[config.mk]
export PLATFORM = sky130hd
export DESIGN_NAME = uart_rx_frame_parser_flat
export DESIGN_NICKNAME = d
export VERILOG_FILES = /design/src/rtl/uart_pkg.sv /design/src/rtl/uart_rx_frame_parser_if.sv /design/src/rtl/uart_frame_buf.sv /design/src/rtl/uart_rx_frame_parser.sv /design/src/flat_wrapper.sv
export SDC_FILE = /design/constraint.sdc
export NUM_CORES = 1
export LEC_CHECK = 0
export CAP_MARGIN = 40
export CORE_AREA = 2 2 91 159
export CTS_CLUSTER_DIAMETER = 200
export DETAILED_ROUTE_END_ITERATION = 12
export DIE_AREA = 0 0 93 161
export PLACE_DENSITY = 0.77
export SETUP_SLACK_MARGIN = 0.15
export SLEW_MARGIN = 20
export SYNTH_ARGS = -nofsm -noshare
export SYNTH_HDL_FRONTEND = slang
export SYNTH_SLANG_ARGS = --single-unit
[constraint.sdc]
create_clock -name clk -period 2.8 [get_ports clk]
set_input_delay 0.56 -clock clk [delete_from_list [all_inputs] [get_ports clk]]
set_output_delay 0.56 -clock clk [all_outputs]
set_load 0.005 [all_outputs]
[src/rtl/uart_pkg.sv]
// Shared types and constants for the UART frame parser slice.
package uart_pkg;

  typedef enum logic [2:0] {
    HUNT,
    LEN,
    PAYLOAD,
    CHK,
    DRAIN
  } parser_state_t;

  localparam logic [1:0] ERR_LEN = 2'd1;
  localparam logic [1:0] ERR_CHK = 2'd2;
  localparam logic [1:0] ERR_TMO = 2'd3;

  localparam logic [7:0] SOF_DEFAULT = 8'hA5;

endpackage

[src/rtl/uart_rx_frame_parser_if.sv]
// Valid/ready payload byte stream leaving the frame parser.
interface uart_rx_frame_parser_if;
  logic       o_Data_Valid;
  logic       i_Data_Ready;
  logic [7:0] o_Data;
  logic       o_Data_Last;

  modport master (output o_Data_Valid, output o_Data, output o_Data_Last, input i_Data_Ready);
  modport slave  (input o_Data_Valid, input o_Data, input o_Data_Last, output i_Data_Ready);
endinterface

[src/rtl/uart_frame_buf.sv]
// Payload register file: synchronous write, combinational read, storage not reset.
module uart_frame_buf
  import uart_pkg::*;
#(
  parameter int DEPTH  = 16,
  parameter int ADDR_W = (DEPTH > 1) ? $clog2(DEPTH) : 1
) (
  input  logic              clk,
  input  logic              we,
  input  logic [ADDR_W-1:0] waddr,
  input  logic [7:0]        wdata,
  input  logic [ADDR_W-1:0] raddr,
  output logic [7:0]        rdata
);

  logic [7:0] mem [DEPTH];

  always_ff @(posedge clk) begin
    if (we) mem[waddr] <= wdata;
  end

  assign rdata = mem[raddr];

endmodule

[src/rtl/uart_rx_frame_parser.sv]
// Frame parser behind a UART receiver: SOF, LEN, payload, XOR checksum, then drain.
// Optional inter-byte timeout is enabled by defining UART_FRAME_TIMEOUT_EN.
module uart_rx_frame_parser
  import uart_pkg::*;
#(
  parameter int         MAX_LEN        = 16,
  parameter logic [7:0] SOF_BYTE       = SOF_DEFAULT,
  parameter int         TIMEOUT_CYCLES = 1024
) (
  input  logic                          clk,
  input  logic                          reset_n,
  input  logic                          i_Rx_Done,
  input  logic [7:0]                    i_Rx_Byte,
  uart_rx_frame_parser_if.master        stream,
  output logic                          o_Frame_Ok,
  output logic                          o_Frame_Err,
  output logic [1:0]                    o_Err_Code,
  output logic                          o_Overrun,
  input  logic                          i_Clr_Overrun
);

  localparam int IDX_W  = $clog2(MAX_LEN + 1);
  localparam int BUF_AW = (MAX_LEN > 1) ? $clog2(MAX_LEN) : 1;

  if (MAX_LEN < 1 || MAX_LEN > 255 || TIMEOUT_CYCLES < 2) begin : g_bad_param
    $error("uart_rx_frame_parser: MAX_LEN must be 1..255 and TIMEOUT_CYCLES >= 2");
  end

  parser_state_t    state, state_nxt;
  logic [IDX_W-1:0] len_q, wr_idx, rd_idx, last_idx;
  logic [7:0]       chk_q;
  logic [7:0]       rd_byte;
  logic             buf_we;
  logic             ok_set, err_set;
  logic [1:0]       err_code_nxt;
  logic             len_bad;
  logic             data_vld, accept, last_byte;
  logic             tmo_hit;

  assign last_idx  = len_q - IDX_W'(1);
  assign len_bad   = (i_Rx_Byte == 8'd0) || (i_Rx_Byte > 8'(MAX_LEN));
  assign data_vld  = (state == DRAIN);
  assign accept    = data_vld && stream.i_Data_Ready;
  assign last_byte = (rd_idx == last_idx);

  assign stream.o_Data_Valid = data_vld;
  assign stream.o_Data       = data_vld ? rd_byte : 8'd0;
  assign stream.o_Data_Last  = data_vld && last_byte;

  uart_frame_buf #(.DEPTH(MAX_LEN), .ADDR_W(BUF_AW)) u_buf (
    .clk   (clk),
    .we    (buf_we),
    .waddr (wr_idx[BUF_AW-1:0]),
    .wdata (i_Rx_Byte),
    .raddr (rd_idx[BUF_AW-1:0]),
    .rdata (rd_byte)
  );

`ifdef UART_FRAME_TIMEOUT_EN
  localparam int TMO_W = $clog2(TIMEOUT_CYCLES + 1);

  logic [TMO_W-1:0] gap_cnt;
  logic             gap_run;

  assign gap_run = (state == LEN) || (state == PAYLOAD) || (state == CHK);
  // Fires on the TIMEOUT_CYCLES-th consecutive idle edge inside a frame.
  assign tmo_hit = gap_run && !i_Rx_Done && (gap_cnt == TMO_W'(TIMEOUT_CYCLES - 1));

  always_ff @(posedge clk or negedge reset_n) begin
    if (!reset_n) begin
      gap_cnt <= '0;
    end else if (i_Rx_Done || !gap_run) begin
      gap_cnt <= '0;
    end else begin
      gap_cnt <= gap_cnt + TMO_W'(1);
    end
  end
`else
  assign tmo_hit = 1'b0;
`endif

  always_comb begin
    state_nxt    = state;
    buf_we       = 1'b0;
    ok_set       = 1'b0;
    err_set      = 1'b0;
    err_code_nxt = o_Err_Code;
    if (tmo_hit) begin
      state_nxt    = HUNT;
      err_set      = 1'b1;
      err_code_nxt = ERR_TMO;
    end else begin
      case (state)
        HUNT: begin
          if (i_Rx_Done && (i_Rx_Byte == SOF_BYTE)) state_nxt = LEN;
        end
        LEN: begin
          if (i_Rx_Done) begin
            if (len_bad) begin
              state_nxt    = HUNT;
              err_set      = 1'b1;
              err_code_nxt = ERR_LEN;
            end else begin
              state_nxt = PAYLOAD;
            end
          end
        end
        PAYLOAD: begin
          if (i_Rx_Done) begin
            buf_we = 1'b1;
            if (wr_idx == last_idx) state_nxt = CHK;
          end
        end
        CHK: begin
          if (i_Rx_Done) begin
            if (i_Rx_Byte == chk_q) begin
              state_nxt = DRAIN;
              ok_set    = 1'b1;
            end else begin
              state_nxt    = HUNT;
              err_set      = 1'b1;
              err_code_nxt = ERR_CHK;
            end
          end
        end
        DRAIN: begin
          if (accept && last_byte) state_nxt = HUNT;
        end
        default: state_nxt = HUNT;
      endcase
    end
  end

  always_ff @(posedge clk or negedge reset_n) begin
    if (!reset_n) begin
      state       <= HUNT;
      len_q       <= '0;
      wr_idx      <= '0;
      rd_idx      <= '0;
      chk_q       <= 8'd0;
      o_Frame_Ok  <= 1'b0;
      o_Frame_Err <= 1'b0;
      o_Err_Code  <= 2'd0;
      o_Overrun   <= 1'b0;
    end else begin
      state       <= state_nxt;
      o_Frame_Ok  <= ok_set;
      o_Frame_Err <= err_set;
      o_Err_Code  <= err_code_nxt;
      if ((state == LEN) && i_Rx_Done && !tmo_hit) begin
        len_q  <= i_Rx_Byte[IDX_W-1:0];
        chk_q  <= i_Rx_Byte;
        wr_idx <= '0;
        rd_idx <= '0;
      end
      if (buf_we) begin
        chk_q  <= chk_q ^ i_Rx_Byte;
        wr_idx <= wr_idx + IDX_W'(1);
      end
      if (accept) rd_idx <= rd_idx + IDX_W'(1);
      // Bytes arriving while draining are dropped; setting beats clearing.
      if (data_vld && i_Rx_Done) begin
        o_Overrun <= 1'b1;
      end else if (i_Clr_Overrun) begin
        o_Overrun <= 1'b0;
      end
    end
  end

endmodule
[src/flat_wrapper.sv]
// flat-port wrapper written by rule: the top's interface ports become plain ports
module uart_rx_frame_parser_flat import uart_pkg::*;
#(
  parameter int         MAX_LEN        = 16,
  parameter logic [7:0] SOF_BYTE       = SOF_DEFAULT,
  parameter int         TIMEOUT_CYCLES = 1024
)
  (clk, reset_n, i_Rx_Done, i_Rx_Byte, o_Frame_Ok, o_Frame_Err, o_Err_Code, o_Overrun, i_Clr_Overrun, stream_o_Data_Valid, stream_o_Data, stream_o_Data_Last, stream_i_Data_Ready);
  uart_rx_frame_parser_if stream_i ();
  input  logic clk;
  input  logic reset_n;
  input  logic i_Rx_Done;
  input  logic [7:0] i_Rx_Byte;
  output logic o_Frame_Ok;
  output logic o_Frame_Err;
  output logic [1:0] o_Err_Code;
  output logic o_Overrun;
  input  logic i_Clr_Overrun;
  output wire logic [$bits(stream_i.o_Data_Valid)-1:0] stream_o_Data_Valid;
  output wire logic [$bits(stream_i.o_Data)-1:0] stream_o_Data;
  output wire logic [$bits(stream_i.o_Data_Last)-1:0] stream_o_Data_Last;
  input wire logic [$bits(stream_i.i_Data_Ready)-1:0] stream_i_Data_Ready;
  assign stream_o_Data_Valid = stream_i.o_Data_Valid;
  assign stream_o_Data = stream_i.o_Data;
  assign stream_o_Data_Last = stream_i.o_Data_Last;
  assign stream_i.i_Data_Ready = stream_i_Data_Ready;
  uart_rx_frame_parser #(.MAX_LEN(MAX_LEN), .SOF_BYTE(SOF_BYTE), .TIMEOUT_CYCLES(TIMEOUT_CYCLES)) u_core (.clk(clk), .reset_n(reset_n), .i_Rx_Done(i_Rx_Done), .i_Rx_Byte(i_Rx_Byte), .stream(stream_i), .o_Frame_Ok(o_Frame_Ok), .o_Frame_Err(o_Frame_Err), .o_Err_Code(o_Err_Code), .o_Overrun(o_Overrun), .i_Clr_Overrun(i_Clr_Overrun));
endmodule
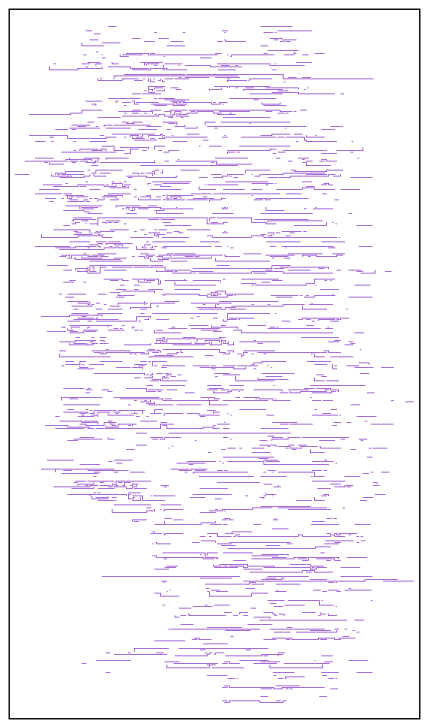
**Above:** the metal 1 layer.
share of all routed wire: 34%
main direction: horizontal
DR vias: 3962
final wirelength: 15500 um
M1 GR Usage: 23.04%

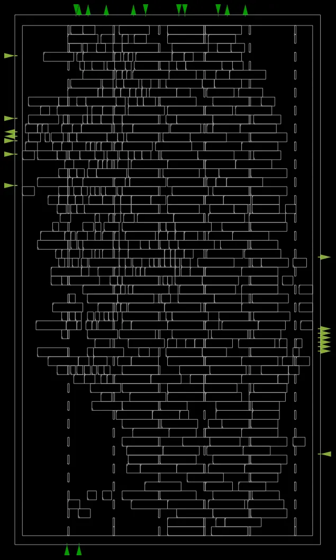
**Above:** cell outlines without signal wires.
flip-flops: 159
num rows: 57
total core area: 13690 um^2
Final Util: 60.88%
tally of filler cells in the layout: 982

==> notes.md <==
run metrics: layout net count=slightly above 500, Inserted Clock Buffers=17, first-pass GRT wire length=about 24000 um, htree depth=4, worst-path cell chain=buf_12 > buf_12 > buf_8 > buf_6 > mux4_2 > mux4_2 > and2_4 > buf_6, top cell family by delay on the critical path=multiplexers, failing checks=setup timing, status=finished with violations, Reg power frac=50.8%, Simple Share, Synth=under 10%, ys flops=about 160, area delta synth->final=23.96%, tool warning count=31, final setup vio count=8, yosys adder share=1.116%, NonClk Buf Share=10.96%, Overall Power=5.139 mW, # Cells Yosys=398, Final WS setup=-0.2866 ns, I/O pin count=28
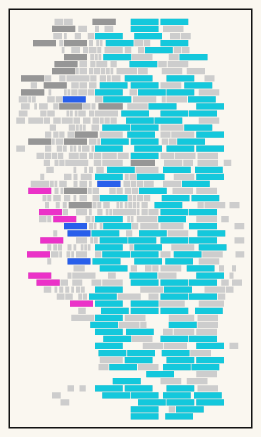
**Above:** where the registers sit.
Other sequential cells in the stronger grey, the rest of the logic in the fainter grey.
legend:
  blue:
    signal: `u_core.wr_idx`
    sequential_cells: 5
  magenta:
    signal: `u_core.chk_q`
    sequential_cells: 8
    where: middle left
  cyan:
    signal: `u_core.u_buf.mem`
    sequential_cells: 128
not coloured: 18

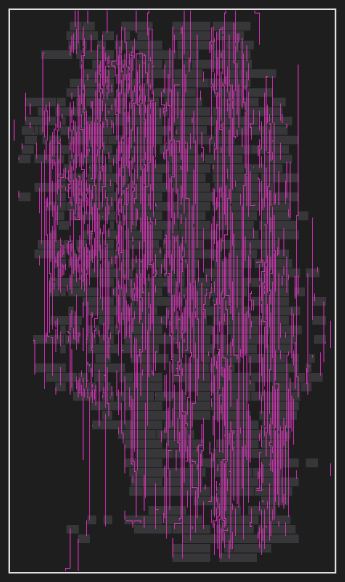
**Above:** signal wires on met2.
Cells faint in the background.
main direction: vertical
longest straight run: 101 um
routing usage on met2: 39.53%

Power figures rest on the tool's default switching activity, not on a simulated workload.
